[src/rtl/pmem_arbiter.sv]
// Shares one physical-memory port between the icache miss path and the dcache miss/writeback path.
// One line transaction at a time, round-robin tie-break, sticky watchdog on a hung memory.
//
// state      | meaning
// IDLE       | no transaction in flight; arbitrate between i and d requests
// GRANT_I    | icache read owns pmem; wait for pmem_resp
// GRANT_D    | dcache read or writeback owns pmem; wait for pmem_resp
module pmem_arbiter #(
  parameter int ADDR_W  = 16,
  parameter int LINE_W  = 128,
  parameter int TIMEOUT = 255
) (
  input  logic              clk,
  input  logic              reset_n,
  input  logic              i_read,
  input  logic [ADDR_W-1:0] i_address,
  output logic [LINE_W-1:0] i_rdata,
  output logic              i_resp,
  input  logic              d_read,
  input  logic              d_write,
  input  logic [ADDR_W-1:0] d_address,
  input  logic [LINE_W-1:0] d_wdata,
  output logic [LINE_W-1:0] d_rdata,
  output logic              d_resp,
  output logic              pmem_read,
  output logic              pmem_write,
  output logic [ADDR_W-1:0] pmem_address,
  output logic [LINE_W-1:0] pmem_wdata,
  input  logic [LINE_W-1:0] pmem_rdata,
  input  logic              pmem_resp,
  output logic              pmem_timeout
);

  typedef enum logic [1:0] {
    IDLE    = 2'd0,
    GRANT_I = 2'd1,
    GRANT_D = 2'd2
  } state_t;

  localparam logic [15:0] TO_CNT = 16'(TIMEOUT);

  state_t              r_state;
  state_t              w_state_nxt;
  logic                r_last_d;
  logic                r_pmem_read;
  logic                r_pmem_write;
  logic [ADDR_W-1:0]   r_addr;
  logic [LINE_W-1:0]   r_wdata;
  logic [15:0]         r_wdog;
  logic                r_timeout;

  logic                w_req_i;
  logic                w_req_d;
  logic                w_grant_i;
  logic                w_grant_d;
  logic                w_done;
  logic [15:0]         w_wdog_inc;

  assign w_req_i    = i_read;
  assign w_req_d    = d_read | d_write;
  assign w_wdog_inc = r_wdog + 16'd1;

  always_comb begin
    w_state_nxt = r_state;
    w_grant_i   = 1'b0;
    w_grant_d   = 1'b0;
    w_done      = 1'b0;
    i_resp      = 1'b0;
    d_resp      = 1'b0;
    case (r_state)
      IDLE: begin
        // on a tie, the requester that did not win last time goes first
        w_grant_d = w_req_d && (!w_req_i || !r_last_d);
        w_grant_i = w_req_i && (!w_req_d ||  r_last_d);
        if (w_grant_d)      w_state_nxt = GRANT_D;
        else if (w_grant_i) w_state_nxt = GRANT_I;
      end
      GRANT_I: begin
        w_done = pmem_resp;
        i_resp = pmem_resp;
        if (pmem_resp) w_state_nxt = IDLE;
      end
      GRANT_D: begin
        w_done = pmem_resp;
        d_resp = pmem_resp;
        if (pmem_resp) w_state_nxt = IDLE;
      end
      default: w_state_nxt = IDLE;
    endcase
  end

  always_ff @(posedge clk or negedge reset_n) begin
    if (!reset_n) begin
      r_state      <= IDLE;
      r_last_d     <= 1'b0;
      r_pmem_read  <= 1'b0;
      r_pmem_write <= 1'b0;
      r_addr       <= '0;
      r_wdata      <= '0;
      r_wdog       <= '0;
      r_timeout    <= 1'b0;
    end else begin
      r_state <= w_state_nxt;
      if (w_grant_d) begin
        r_addr       <= d_address;
        r_wdata      <= d_wdata;
        r_pmem_write <= d_write;
        r_pmem_read  <= ~d_write;
        r_last_d     <= 1'b1;
        r_wdog       <= '0;
      end else if (w_grant_i) begin
        r_addr       <= i_address;
        r_pmem_read  <= 1'b1;
        r_pmem_write <= 1'b0;
        r_last_d     <= 1'b0;
        r_wdog       <= '0;
      end else if (w_done) begin
        r_pmem_read  <= 1'b0;
        r_pmem_write <= 1'b0;
      end else if (r_state != IDLE && r_wdog != TO_CNT) begin
        r_wdog <= w_wdog_inc;
        if (w_wdog_inc == TO_CNT) r_timeout <= 1'b1;
      end
    end
  end

  assign pmem_read    = r_pmem_read;
  assign pmem_write   = r_pmem_write;
  assign pmem_address = r_addr;
  assign pmem_wdata   = r_wdata;
  assign pmem_timeout = r_timeout;
  assign i_rdata      = pmem_rdata;
  assign d_rdata      = pmem_rdata;

endmodule

[config.mk]
export PLATFORM = sky130hd
export DESIGN_NAME = pmem_arbiter
export DESIGN_NICKNAME = d
export VERILOG_FILES = /design/src/rtl/pmem_arbiter.sv
export SDC_FILE = /design/constraint.sdc
export NUM_CORES = 1
export LEC_CHECK = 0
export CORE_AREA = 8 8 269 271
export CTS_BUF_LIST = sky130_fd_sc_hd__clkbuf_4
export CTS_CLUSTER_DIAMETER = 120
export DETAILED_ROUTE_END_ITERATION = 7
export DIE_AREA = 0 0 277 279
export GPL_TIMING_DRIVEN = 0
export MAX_ROUTING_LAYER = met4
export SLEW_MARGIN = 25
export SYNTH_ARGS = -nofsm -noshare
export SYNTH_HDL_FRONTEND = slang
export SYNTH_SLANG_ARGS = --single-unit
[constraint.sdc]
create_clock -name clk -period 2.6 [get_ports clk]
set_input_delay 0.52 -clock clk [delete_from_list [all_inputs] [get_ports clk]]
set_output_delay 0.52 -clock clk [all_outputs]
set_load 0.005 [all_outputs]
**Routing congestion map**

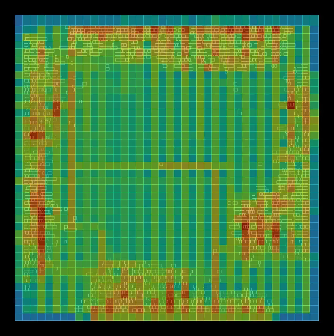
most used routing layer: met2
met1 usage: 0.119
Final Util: 0.237

**Sequential cells colored by netlist name**

Bar = 100 um. Other sequential cells in the stronger gray, the rest of the logic in the fainter gray.
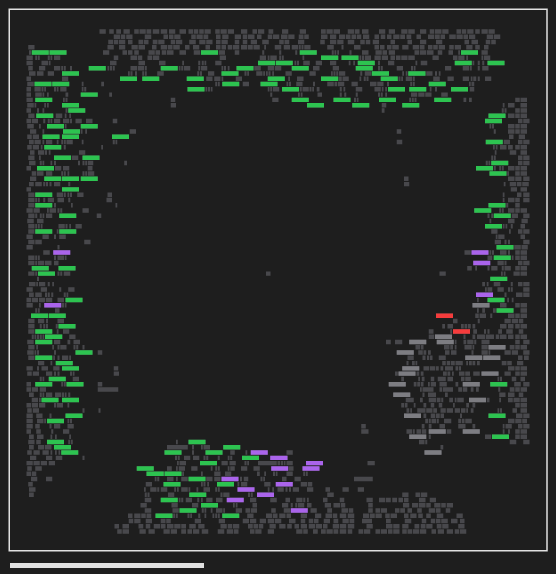
color	signal	sequential cells
red	`r_state`	2
green	`pmem_wdata`	128
purple	`pmem_address`	16
not colored	20

==> results_slide.txt <==
Synthesis and Place & Route Summary

Logic synthesis
  • Netlist cell types: about 48
  • Adder Area Share: 0.00704
  • Mux frac, synth: 0.00225
  • Most common flop cell mapped by yosys: dfrtp_1
  • Synth Instances: between 1000 and 1500
  • Async S/R FF share, synth: 1.00
  • Post-Syn Nets: about 1300
  • Commonest cells post-synth: nand2_1, buf_4, dfrtp_1
  • Yosys stat area: 8880 sq um
  • Yosys aoi share: 0.0456
  • Most frequent cell after synthesis: nand2_1
  • Comb area leader: buffers and inverters
  • Register share after synthesis: 0.468
  • Top cell area share: 0.468

Setup path
  • CP delay by family, top: buffers and inverters
  • Bufs and invs on worst path: 5
  • Worst setup EP type: flip-flop
  • R2R Path End: pmem_wdata[44]$_DFFE_PN0P_
  • R2R Path Start: r_state[0]$_DFFE_PN0P_
  • Critical path class: flip-flop to flip-flop
  • Stages on the worst setup path: 9
  • CP peak stage delay: 430 ps
  • CP Cell Sequence: inv_1 -> ha_1 -> inv_1 -> nor3_2 -> buf_4 -> buf_4 -> buf_2 -> nand2_1 -> nand2_1

Place
  • Placed instance area: ~16000 sq um
  • Final GP Congestion: between 0.8 and 0.9
  • Final HPWL DP: ~34000 um
  • Inst Count DP: 2495
  • PortBufs: between 500 and 600

Pwr
  • P_leak: approximately 0.0074 uW
  • Sw Share: 0.393
  • Sequential power: ~4400 uW
  • Logic pwr share: 0.534
  • Peak VDD IR: about 400 uV
  • Combinational Power: a little over 7000 uW
  • Int Pwr: 8000 uW
  • Total Power: 13200 uW
  • PD cells: 819 nW/um^2

Layout
  • Flop count: 166
  • P&R area growth vs syn: 81.2%
  • Non-clk bufs: between 800 and 900
  • Top cell excl fill/tap: clkdlybuf4s50_1
  • FF/Latch Area: around 4200 sq um
  • Logic area: approximately 2600 sq um
  • Clock buffers: 18
  • N_diodes: 2
  • Final clock-cell share: 0.0185
  • Invs w/o clock: 6
  • Fin nets: a little under 2000
  • Top Layout Cells: clkdlybuf4s50_1, nand2_1, buf_4, dfrtp_1

Clock tree
  • Postcts setup bufs: 1
  • Resize count post-CTS: 8
  • Clk sinks: approximately 170
  • Clk slew on worst S/H paths: 170 ps
  • Max Root-Sink Buffers: 2
  • Hold buffers post-CTS: 1
  • CTS Root Cell: clkbuf_4

Floorplanning
  • I/O pins: between 600 and 700
  • DIE HEIGHT: 279 um
  • Row Count: 96
  • Well Taps: between 800 and 900
  • Area of the core: slightly below 70000 sq um

Detailed routing
  • Met3 Wirelength: 3010 um
  • Final ANT Viol Nets: 0
  • Post-DR vias/cell: 3.38
  • Initial drt markers: 288
  • Wl on met1: around 17000 um
  • WL per Instance: 16.2 um
  • DR vias: about 8500

STA
  • Worst setup margin: about 230 ps
  • Final setup viols: 0
  • Fin crit share: 0.910
  • Hold Fails Final Rpt: 0
  • Fmax: around 0.42 GHz
  • Max_slew headroom: 0.392
  • Pins Over Slew Limit: 0

Outcome
  • Outcome: finished, final reports clean

Hold path
  • Hold Path Class: primary input to async pin

Global route
  • GR Util met2: 0.173
  • Remaining global-route overflow: 0
**Wires at chosen ports, followed through buffers**

Bar = 100 um.
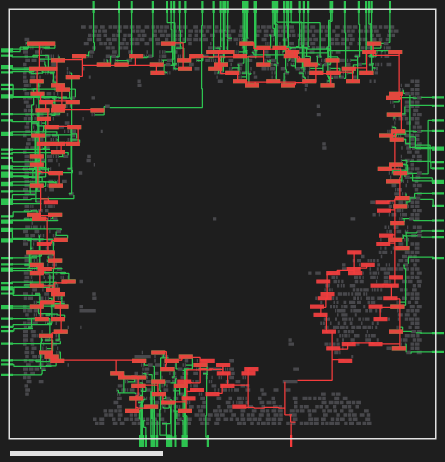
color	port	bits	direction	edge	end cells	buffers	wire
green	`pmem_wdata`	128	output	52 left, 40 top, 18 bottom, 18 right	128	128	5920 um
red	`reset_n`	1	input	bottom	166	4	1680 um

**Signal wires on met3**

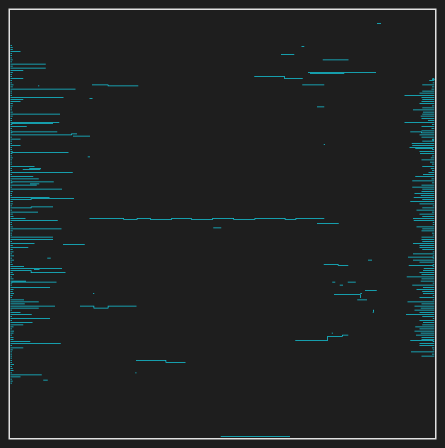
wire length on this layer	3010 um
longest straight run	44.9 um
nets with wire on the layer	319
main direction	horizontal
share of all routed wire	7.3%

-- how the worst max path moves through the flow --
stage / startpoint / slack [ps] / end
2_1_floorplan: r_wdog[0]$_DFFE_PN0P_ / 780 / r_wdog[3]$_DFFE_PN0P_
5_1_grt: r_state[0]$_DFFE_PN0P_ / -20 / pmem_wdata[44]$_DFFE_PN0P_
4_1_cts: r_state[0]$_DFFE_PN0P_ / -40 / pmem_address[11]$_DFFE_PN0P_
3_5_place_dp: d_write / -780 / pmem_wdata[75]$_DFFE_PN0P_
6_report: r_state[0]$_DFFE_PN0P_ / 230 / pmem_wdata[44]$_DFFE_PN0P_
3_3_place_gp: reset_n / -6650 / pmem_wdata[29]$_DFFE_PN0P_
Power is estimated from default activity; no workload was simulated.
